--- src/rtl/arb8_mux_ctrl.sv ---
// arb8_mux_ctrl: 8-way round-robin arbiter that steers one 1-bit data path.
// A grant carries a burst of beats. The burst ends on the granted requester's
// last marker, on reaching MAX_HOLD beats, or when that requester drops its
// request. Arbitration only happens in IDLE, so two consecutive grants are
// always separated by one idle cycle.
module arb8_mux_ctrl #(
  parameter int unsigned MAX_HOLD = 16
) (
  input  logic       clk,
  input  logic       rst,
  input  logic [7:0] req,
  input  logic [7:0] last,
  input  logic [7:0] din,
  output logic [7:0] gnt,
  output logic [2:0] sel,
  output logic       dout,
  output logic       dout_vld,
  output logic       busy
);

  localparam logic [0:0] ST_IDLE  = 1'b0;
  localparam logic [0:0] ST_GRANT = 1'b1;

  logic [0:0] r_state;
  logic [2:0] r_ptr;
  logic [7:0] r_cnt;
  logic [7:0] r_gnt;
  logic [2:0] r_sel;
  logic       r_dout;
  logic       r_vld;

  logic       w_found;
  logic [2:0] w_pick;
  logic [2:0] w_idx;
  logic [7:0] w_cnt_next;
  logic       w_end;

  // Round-robin pick: find the first active request, scanning upward from r_ptr.
  always_comb begin
    w_found = 1'b0;
    w_pick  = 3'd0;
    w_idx   = 3'd0;
    for (int i = 0; i < 8; i++) begin
      w_idx = r_ptr + 3'(i);
      if (!w_found && req[w_idx]) begin
        w_found = 1'b1;
        w_pick  = w_idx;
      end else begin
        w_found = w_found;
        w_pick  = w_pick;
      end
    end
  end

  // A beat ends the burst on the last marker or when it reaches the hold limit.
  always_comb begin
    w_cnt_next = r_cnt + 8'd1;
    if (last[r_sel] || (w_cnt_next == 8'(MAX_HOLD))) begin
      w_end = 1'b1;
    end else begin
      w_end = 1'b0;
    end
  end

  // Controller state, grant, pointer, beat counter and the registered data path.
  always_ff @(posedge clk) begin
    if (rst) begin
      r_state <= ST_IDLE;
      r_ptr   <= 3'd0;
      r_cnt   <= 8'd0;
      r_gnt   <= 8'd0;
      r_sel   <= 3'd0;
      r_dout  <= 1'b0;
      r_vld   <= 1'b0;
    end else begin
      case (r_state)
        ST_IDLE: begin
          r_vld <= 1'b0;
          if (w_found) begin
            r_sel   <= w_pick;
            r_gnt   <= 8'd1 << w_pick;
            r_cnt   <= 8'd0;
            r_state <= ST_GRANT;
          end else begin
            r_gnt <= 8'd0;
          end
        end
        ST_GRANT: begin
          if (req[r_sel]) begin
            // Accepted beat: deliver it, then release if it closes the burst.
            r_dout <= din[r_sel];
            r_vld  <= 1'b1;
            r_cnt  <= w_cnt_next;
            if (w_end) begin
              r_gnt   <= 8'd0;
              r_ptr   <= r_sel + 3'd1;
              r_state <= ST_IDLE;
            end else begin
              r_state <= ST_GRANT;
            end
          end else begin
            // Requester dropped out mid-burst: abort without a beat.
            r_vld   <= 1'b0;
            r_gnt   <= 8'd0;
            r_ptr   <= r_sel + 3'd1;
            r_state <= ST_IDLE;
          end
        end
        default: begin
          r_state <= ST_IDLE;
          r_gnt   <= 8'd0;
          r_vld   <= 1'b0;
        end
      endcase
    end
  end

  assign gnt      = r_gnt;
  assign sel      = r_sel;
  assign dout     = r_dout;
  assign dout_vld = r_vld;
  assign busy     = (r_state == ST_GRANT);

endmodule

--- config.mk ---
export PLATFORM = sky130hd
export DESIGN_NAME = arb8_mux_ctrl
export DESIGN_NICKNAME = d
export VERILOG_FILES = /design/src/rtl/arb8_mux_ctrl.sv
export SDC_FILE = /design/constraint.sdc
export NUM_CORES = 1
export LEC_CHECK = 0
export CORE_UTILIZATION = 37
export CTS_CLUSTER_DIAMETER = 40
export DETAILED_ROUTE_END_ITERATION = 12
export SLEW_MARGIN = 20
export SYNTH_ARGS = -nofsm -noshare
export SYNTH_HDL_FRONTEND = slang
export SYNTH_SLANG_ARGS = --single-unit
--- constraint.sdc ---
create_clock -name clk -period 3.9 [get_ports clk]
set_input_delay 0.78 -clock clk [delete_from_list [all_inputs] [get_ports clk]]
set_output_delay 0.78 -clock clk [all_outputs]
set_load 0.02 [all_outputs]
### Sizing map, run 1

Scale: 4 px per um.
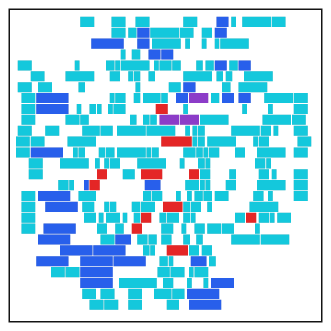
size	color	cells	share	most used
_0 and _1 cells	cyan	217	82%	clkdlybuf4s50_1
_3 and _4 cells	red	11	4.2%	buf_4
_2 cells	blue	34	13%	mux4_2
_6 and larger	purple	3	1.1%	clkbuf_8
Non-clk bufs: 45
Final WS setup: 478 ps

### Placed standard cells, run 1

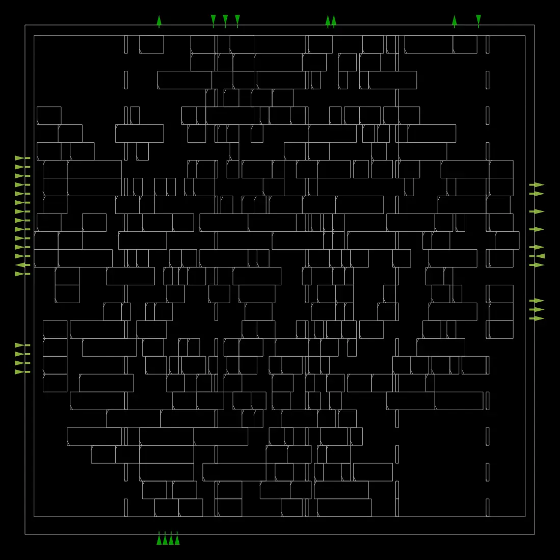
registers: 25
Tapcells: 72
# rows: 27
post-layout util: 47.9%

### I/O nets highlighted, run 1

Scale: 4 px per um.
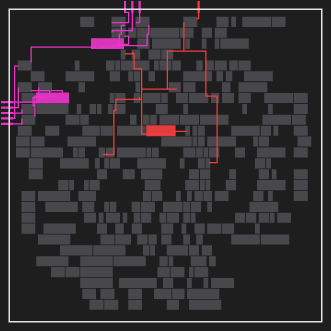
port	color	bits	direction	end cells	buffers	wire
`last`	magenta	8	input	2	8	136 um
`busy`	red	1	output	1	1	131 um
I/O pins: 40
PortBufs: 39

==> flow_summary.ini, run 1 <==
; implementation run metrics
[outcome]
status = completed

[synthesis]
ys_area_um2 = 2120
yosysCellCount = 228
syn_area_per_cell_um2 = 9.32
netlist_area_um2 = 2120
postSynth.asyncResetShare_pct = 0
top_cell = dfxtp_1
seq_area_frac_synth_pct = 23.6
synthCells = 228
top_cells_by_count = dfxtp_1, nand2_1, nor2_1
edf_count = 0
synth-main-ff-cell = dfxtp_1
yosysUniqueCellTypes = 51
top_cell_area_share_pct = 23.6
fp_nets = 258
ys_ff = 25
top_area_cell = dfxtp_1
area_leaders = dfxtp_1, mux4_2, mux2i_1
yosysWarnings = 0

[hold_path]
holdPathEnd = gnt[6]
min_path_cells = 2
hold_path_class = flop to flop
min_from = gnt[6]

[timing]
clock_skew_ps = 3.02
rsz0062_at_grt = false
fmax_mhz = 292
period_needed_ps = 3420
slew_headroom_pct = 38.5
hold_viol = 0
finalSetupTns_ps = 0
drv_slew = 0
worst_pin_slew_ps = 920
fin_crit_sh_pct = 87.8
setup_viol = 0

[route]
drc_errors = 0
routedWlPerCell_um = 15.1
vias = 1920
via_per_inst = 5.70
drtAntennaViolNets = 0
drt_wl_total_um = 5090
dr.pass1.iters = 4
drtIter0Drc = 121

[power]
total_power_w = 0.00156
pwr_density_cell_nw_per_um2 = 593
worst_ir_drop_vdd_mv = 0.226
p_leak_nw = 0.887

[cts]
clk_path_buf_depth = 2
cts-root-buf = clkbuf_8
clock-sinks = 25
htree_levels = 1
cts_tree = yes
cts_resized = 0
holdBufCountCts = 0
cts_buffers = 3
clkTransAtPathRegs_ps = 90
clock_latency_ps = 260
cts_setup_buffers = 0

[global_route]
grt_pass1_vias = 1819
grtUsageTotal_pct = 18.2
grt_max_degree = 21
antenna_found_initial = 0
grt_first_pass_wirelength_um = 8870
gr-total-overflow = 0

[place]
place_congestion = 0.837
hpwl_um = 3920
place_inst = 333

[floorplanning]
initial_utilization_pct = 38.6
die_area_um2 = 6050
design.core.area_um2 = 5510
die_w_um = 77.8
die_h_um = 77.8

[worst_setup_path]
critPathKind = input port to flop
critPathLaunchType = input port
end_kind = flop
worstPathMaxFanout = 7
cp_data_arrival_time_ps = 3610
cp.required_ps = 4090
reg2regPathDepth = 10
rrSetupSlack_ps = 570
r2r-start = r_ptr[0]
timing.rr.end = gnt[2]

[final_layout]
drive_above_1_share_pct = 18.1
fin_cells = 337
fin_nets = 296
fill_cells = 550
diodes = 0
area_delta_synth_final_pct = 24.2

[job]
warnings = 27
maxCapViolCount = 0
## run 1: metal layers
metal / GRT usage (%) / wire [um]
met4: 2.45 / 24
met3: 2.24 / 224
met5: 0 / 0
met2: 28.1 / 2350
met1: 27.4 / 2490
## run 1: metrics by stage
step           instance area [um^2]  setup WS (ps)  hold slack [ps]
3_5_place_dp                   2590            215              442
5_1_grt                        2640            326              482
4_1_cts                        2640            487              461
3_3_place_gp                   2590            250              437
2_1_floorplan                  2120            842              448
6_report                       2640            478              456
## run 1: final cells by class
| class | instances | area (um^2) | share of cell area (%) |
|---|---|---|---|
| Tap cell | 72 | 90.1 | 3.41 |
| Sequential cell | 25 | 500 | 19.0 |
| Clock buffer | 4 | 45.0 | 1.71 |
| Inverter | 6 | 22.5 | 0.853 |
| Multi-Input combinational cell | 185 | 1550 | 58.6 |
| Timing Repair Buffer | 45 | 435 | 16.5 |
## run 1: layout by cell type, fill, tap and decap left out, drive strengths merged, types with 3 or more instances in the layout
master	instances
and2	5
nand2	22
o211ai	3
xnor2	4
clkbuf	4
mux4	18
a211oi	4
or3	3
inv	6
o31ai	11
mux2i	11
ha	4
a22oi	3
clkdlybuf4s50	39
nand3	10
a21oi	17
and3	4
buf	6
nor2	22
mux2	5
o21ai	11
dfxtp	25
nor3	3
## run 1: logic make-up (layout without fill, tap and decap cells)
| kind of cell | Yosys count | count (layout) | synth area share, % |
|---|---|---|---|
| xor+xnor | 6 | 6 | 2.47 |
| flops | 25 | 25 | 23.6 |
| mux | 34 | 34 | 27.4 |
| simple gates | 76 | 76 | 17.2 |
| buf+inv | 18 | 55 | 3.71 |
| compound gates | 65 | 65 | 23.3 |
| fa+ha+maj | 4 | 4 | 2.36 |
## run 1: worst max path at each step
stage                     depth (start not counted)     start  slack (ps)        to
final                                             8    req[7]         480  r_cnt[4]
after global routing                              9  r_ptr[0]         330    gnt[2]
after CTS                                         8    req[7]         490  r_cnt[5]
after detailed placement                          8    req[7]         220  r_cnt[2]
after global placement                            8    req[7]         250  r_cnt[3]
after floorplan                                  11  r_ptr[1]         840    gnt[1]
## run 1: where the power goes
| part | internal (W) | switching (W) | leakage [nW] |
|---|---|---|---|
| Combinational | 0.000485 | 0.000548 | 0.661 |
| Sequential | 0.000302 | 0.0000763 | 0.203 |
| Clock | 0.0000729 | 0.0000801 | 0.0228 |
## run 1: flip-flops by register name, indices dropped and copies added, names as in the netlist
name and count:
dout_vld 1, sel 3, gnt 8, r_ptr 3, r_cnt 8, dout 1, busy 1
## run 1: worst max-delay path, stage by stage
cell and delay, ps:
clkdlybuf4s50_1 510, mux4_1 610, mux2_4 340, or4b_4 580, o31ai_4 310, and2_4 290
o21ai_2 80, a21oi_2 110
### Met1 routing, run 1

Scale: 8 px per um. Supply wires on this layer in gray. Cells faint in the background.
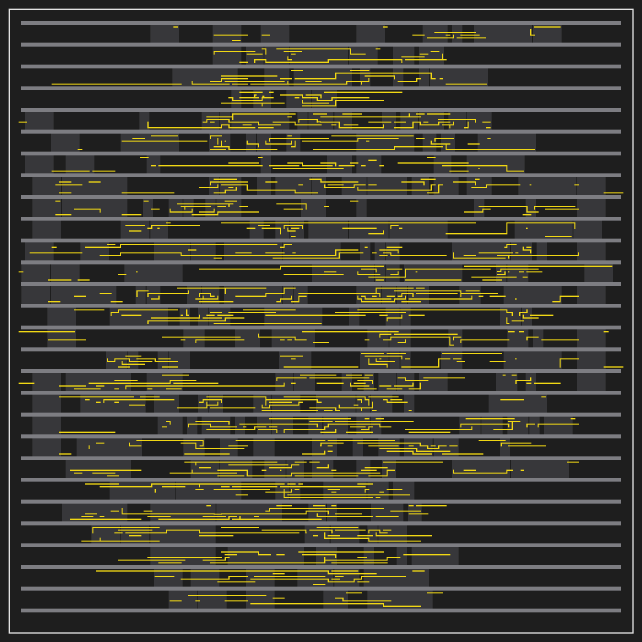

## Run 2: what changed since run 1
Settings changed: ABC_AREA from default to 1, CAP_MARGIN from default to 10, CTS_CLUSTER_DIAMETER 40 to default.
### Met1 routing, run 2

Scale: 8 px per um. Supply wires on this layer in gray. Cells faint in the background.
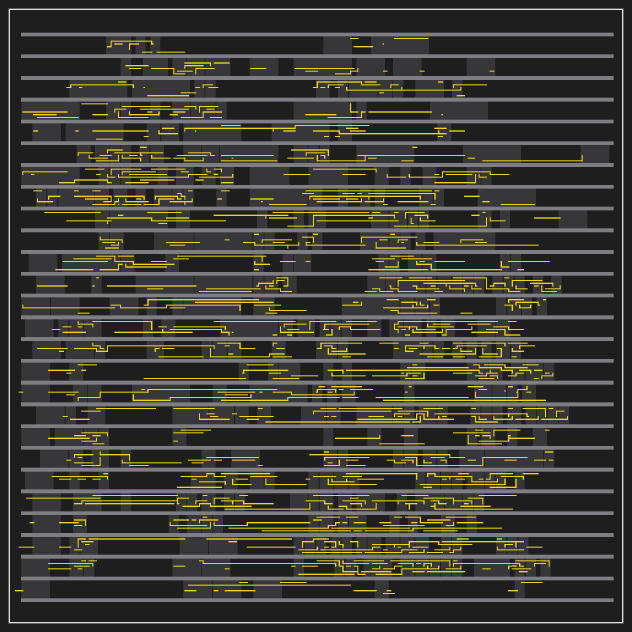
nets with wire on the layer	369
longest straight run	20.2 um
main direction	horizontal
share of all routed wire	46%
vias: 2,275
DRT Wirelength: 5500 um
M1 GR Usage: 24.0%

==> flow_summary.ini, run 2 <==
; implementation run metrics
[outcome]
status = completed

[cts]
cts_buffers = 3
cts_tree = yes
clk_path_buf_depth = 2
cts_setup_buffers = 0
htree_levels = 1
holdBufCountCts = 0
clock-sinks = 25
cts-root-buf = clkbuf_8
clock_latency_ps = 260
cts_resized = 0
clkTransAtPathRegs_ps = 80

[final_layout]
layout_top_cell = nand2_1
fin_area_um2 = 2530
fill_cells = 563
diodes = 0
area_delta_synth_final_pct = 23.4
lay_top_cells = nand2_1, nand3_1, clkdlybuf4s50_1
drive_above_1_share_pct = 7.43
fin_nets = 408
fin_cells = 447

[timing]
slew_headroom_pct = 52.3
rsz0062_at_grt = false
worst_pin_slew_ps = 713
period_needed_ps = 2970
fmax_mhz = 337
hold_viol = 0
setup_slack_ps = 929
clock_skew_ps = 1.44
holdWs_ps = 469
setup_viol = 0
finalSetupTns_ps = 0
fin_crit_sh_pct = 76.2
drv_slew = 0

[route]
via_per_inst = 5.09
dr.pass1.iters = 4
drtAntennaViolNets = 0
routedWlPerCell_um = 12.3
drtIter0Drc = 140
drc_errors = 0

[global_route]
grtUsageTotal_pct = 19.9
grt_pass1_vias = 2240
grt_max_degree = 21
gr-total-overflow = 0
antenna_found_initial = 0
grt_first_pass_wirelength_um = 9700

[synthesis]
syn_area_per_cell_um2 = 6.02
area_leaders = dfxtp_1, nand2_1, nand3_1
netlist_area_um2 = 2050
yosysWarnings = 0
synthCells = 341
top_area_cell = dfxtp_1
synth-main-ff-cell = dfxtp_1
yosysUniqueCellTypes = 30
ys_area_um2 = 2050
edf_count = 0
postSynth.asyncResetShare_pct = 0
top_cells_by_count = nand2_1, nand3_1, nor2_1
top_cell = nand2_1
seq_area_frac_synth_pct = 24.4
top_cell_area_share_pct = 24.4
ys_ff = 25
yosysCellCount = 341
fp_nets = 371

[worst_setup_path]
cpMaxStageDelayCell = dfxtp_1
end_kind = flop
crit_family = simple AND/OR/NAND/NOR gates
slowest_delay_ps = 580
critPathBufInv = 3
critPathLaunchType = flop
cp_data_arrival_time_ps = 3160
worstPathCellList = inv_2 -> ha_1 -> inv_1 -> nand3_1 -> nand3_1 -> nand2_2 -> nor2_8 -> nand4_4 -> nor3_2 -> nand2_1 -> nand2_2 -> inv_2 -> nor2_8 -> nand2_1 -> a21oi_1
worstPathMaxFanout = 10
critPathKind = flop to flop
cp.required_ps = 4090

[floorplanning]
ios = 40
die_h_um = 76.5
die_area_um2 = 5850
die_w_um = 76.5
rows = 26
design.core.area_um2 = 5240
initial_utilization_pct = 39.2

[power]
power.share.clock_pct = 7.6
worst_ir_drop_vdd_mv = 0.315
pwr_density_cell_nw_per_um2 = 787
intPower_w = 0.000863
p_comb_share_pct = 72.6
p_leak_nw = 1.17
p_seq_share_pct = 19.8
p_sw_share_pct = 56.8
power_switching_w = 0.00113

[place]
hpwl_um = 4320
pre_cts_ws_ps = 923
place_inst = 443
placed_area_um2 = 2490
port_buffers = 39
place_congestion = 0.884

[hold_path]
hold_path_class = flop to flop

[job]
warnings = 27
maxCapViolCount = 0
==> run 2: cell count changes after synthesis, sizes merged, moves of 8 or more <==
| cell | previous run | this run |
|---|---|---|
| inv | 6 | 38 |
| mux2i | 11 | 0 |
| mux4 | 18 | 0 |
| nand2 | 22 | 97 |
| nand3 | 10 | 52 |
| nand4 | 0 | 11 |
| nor2 | 22 | 42 |
| o21ai | 11 | 19 |
| o31ai | 11 | 0 |
==> run 2: final timing paths <==
check                           startpoint       end  slack [ps]  cells past startpoint
worst max register to register    r_ptr[1]  r_cnt[5]         930                     15
worst max-delay path              r_ptr[1]  r_cnt[5]         930                     15
worst min register to register      gnt[4]    gnt[4]         470                      2
worst min-delay path                gnt[4]    gnt[4]         470                      2
==> run 2: per-stage QoR <==
step	total power (W)	util, %
2_1_floorplan	0.00147	-
3_3_place_gp	0.00183	47.5
3_5_place_dp	0.00183	47.5
4_1_cts	0.00199	48.4
5_1_grt	0.00221	48.4
6_report	0.00199	48.4
==> run 2: logic make-up (layout without fill, tap and decap cells) <==
family,Yosys count,after routing,synth area share (%)
buf+inv,46,82,9.38
simple gates,209,209,47.9
fa+ha+maj,4,4,2.44
xor+xnor,7,7,2.99
compound gates,50,50,12.9
flops,25,25,24.4
==> run 2: worst min-delay path, delay by kind of cell (launching register included) <==
kind	cells	cell delay, ps
flip-flops	1	320
AND/OR/NAND/NOR	1	60
AND-OR/OR-AND	1	50
==> run 2: layer usage <==
layer / vias to the layer above / track usage (%) / wire (um)
met1: 1014 / 24.0 / 2530
li1: 1196 / - / -
met5: - / 0 / 0
met4: 0 / 3.65 / 21
met3: 4 / 3.47 / 223
met2: 61 / 36.8 / 2730
==> run 2: layout make-up <==
class,instances,area [um^2],area share (%)
clock buffers,4,45.0,1.78
inverters,38,143,5.63
multi-input cells,270,1360,53.7
flip-flops and latches,25,500,19.8
well taps,70,87.6,3.46
repair buffers,40,398,15.7
==> run 2: power by group through the flow <==
stage                     registers, W  clock network, W  logic, W
after floorplan               0.000414                 0   0.00106
after global placement        0.000400                 0   0.00143
after detailed placement      0.000400                 0   0.00143
after CTS                     0.000395          0.000157   0.00144
after global routing          0.000406          0.000170   0.00163
final                         0.000394          0.000152   0.00145
Power and IR drop assume default switching activity.
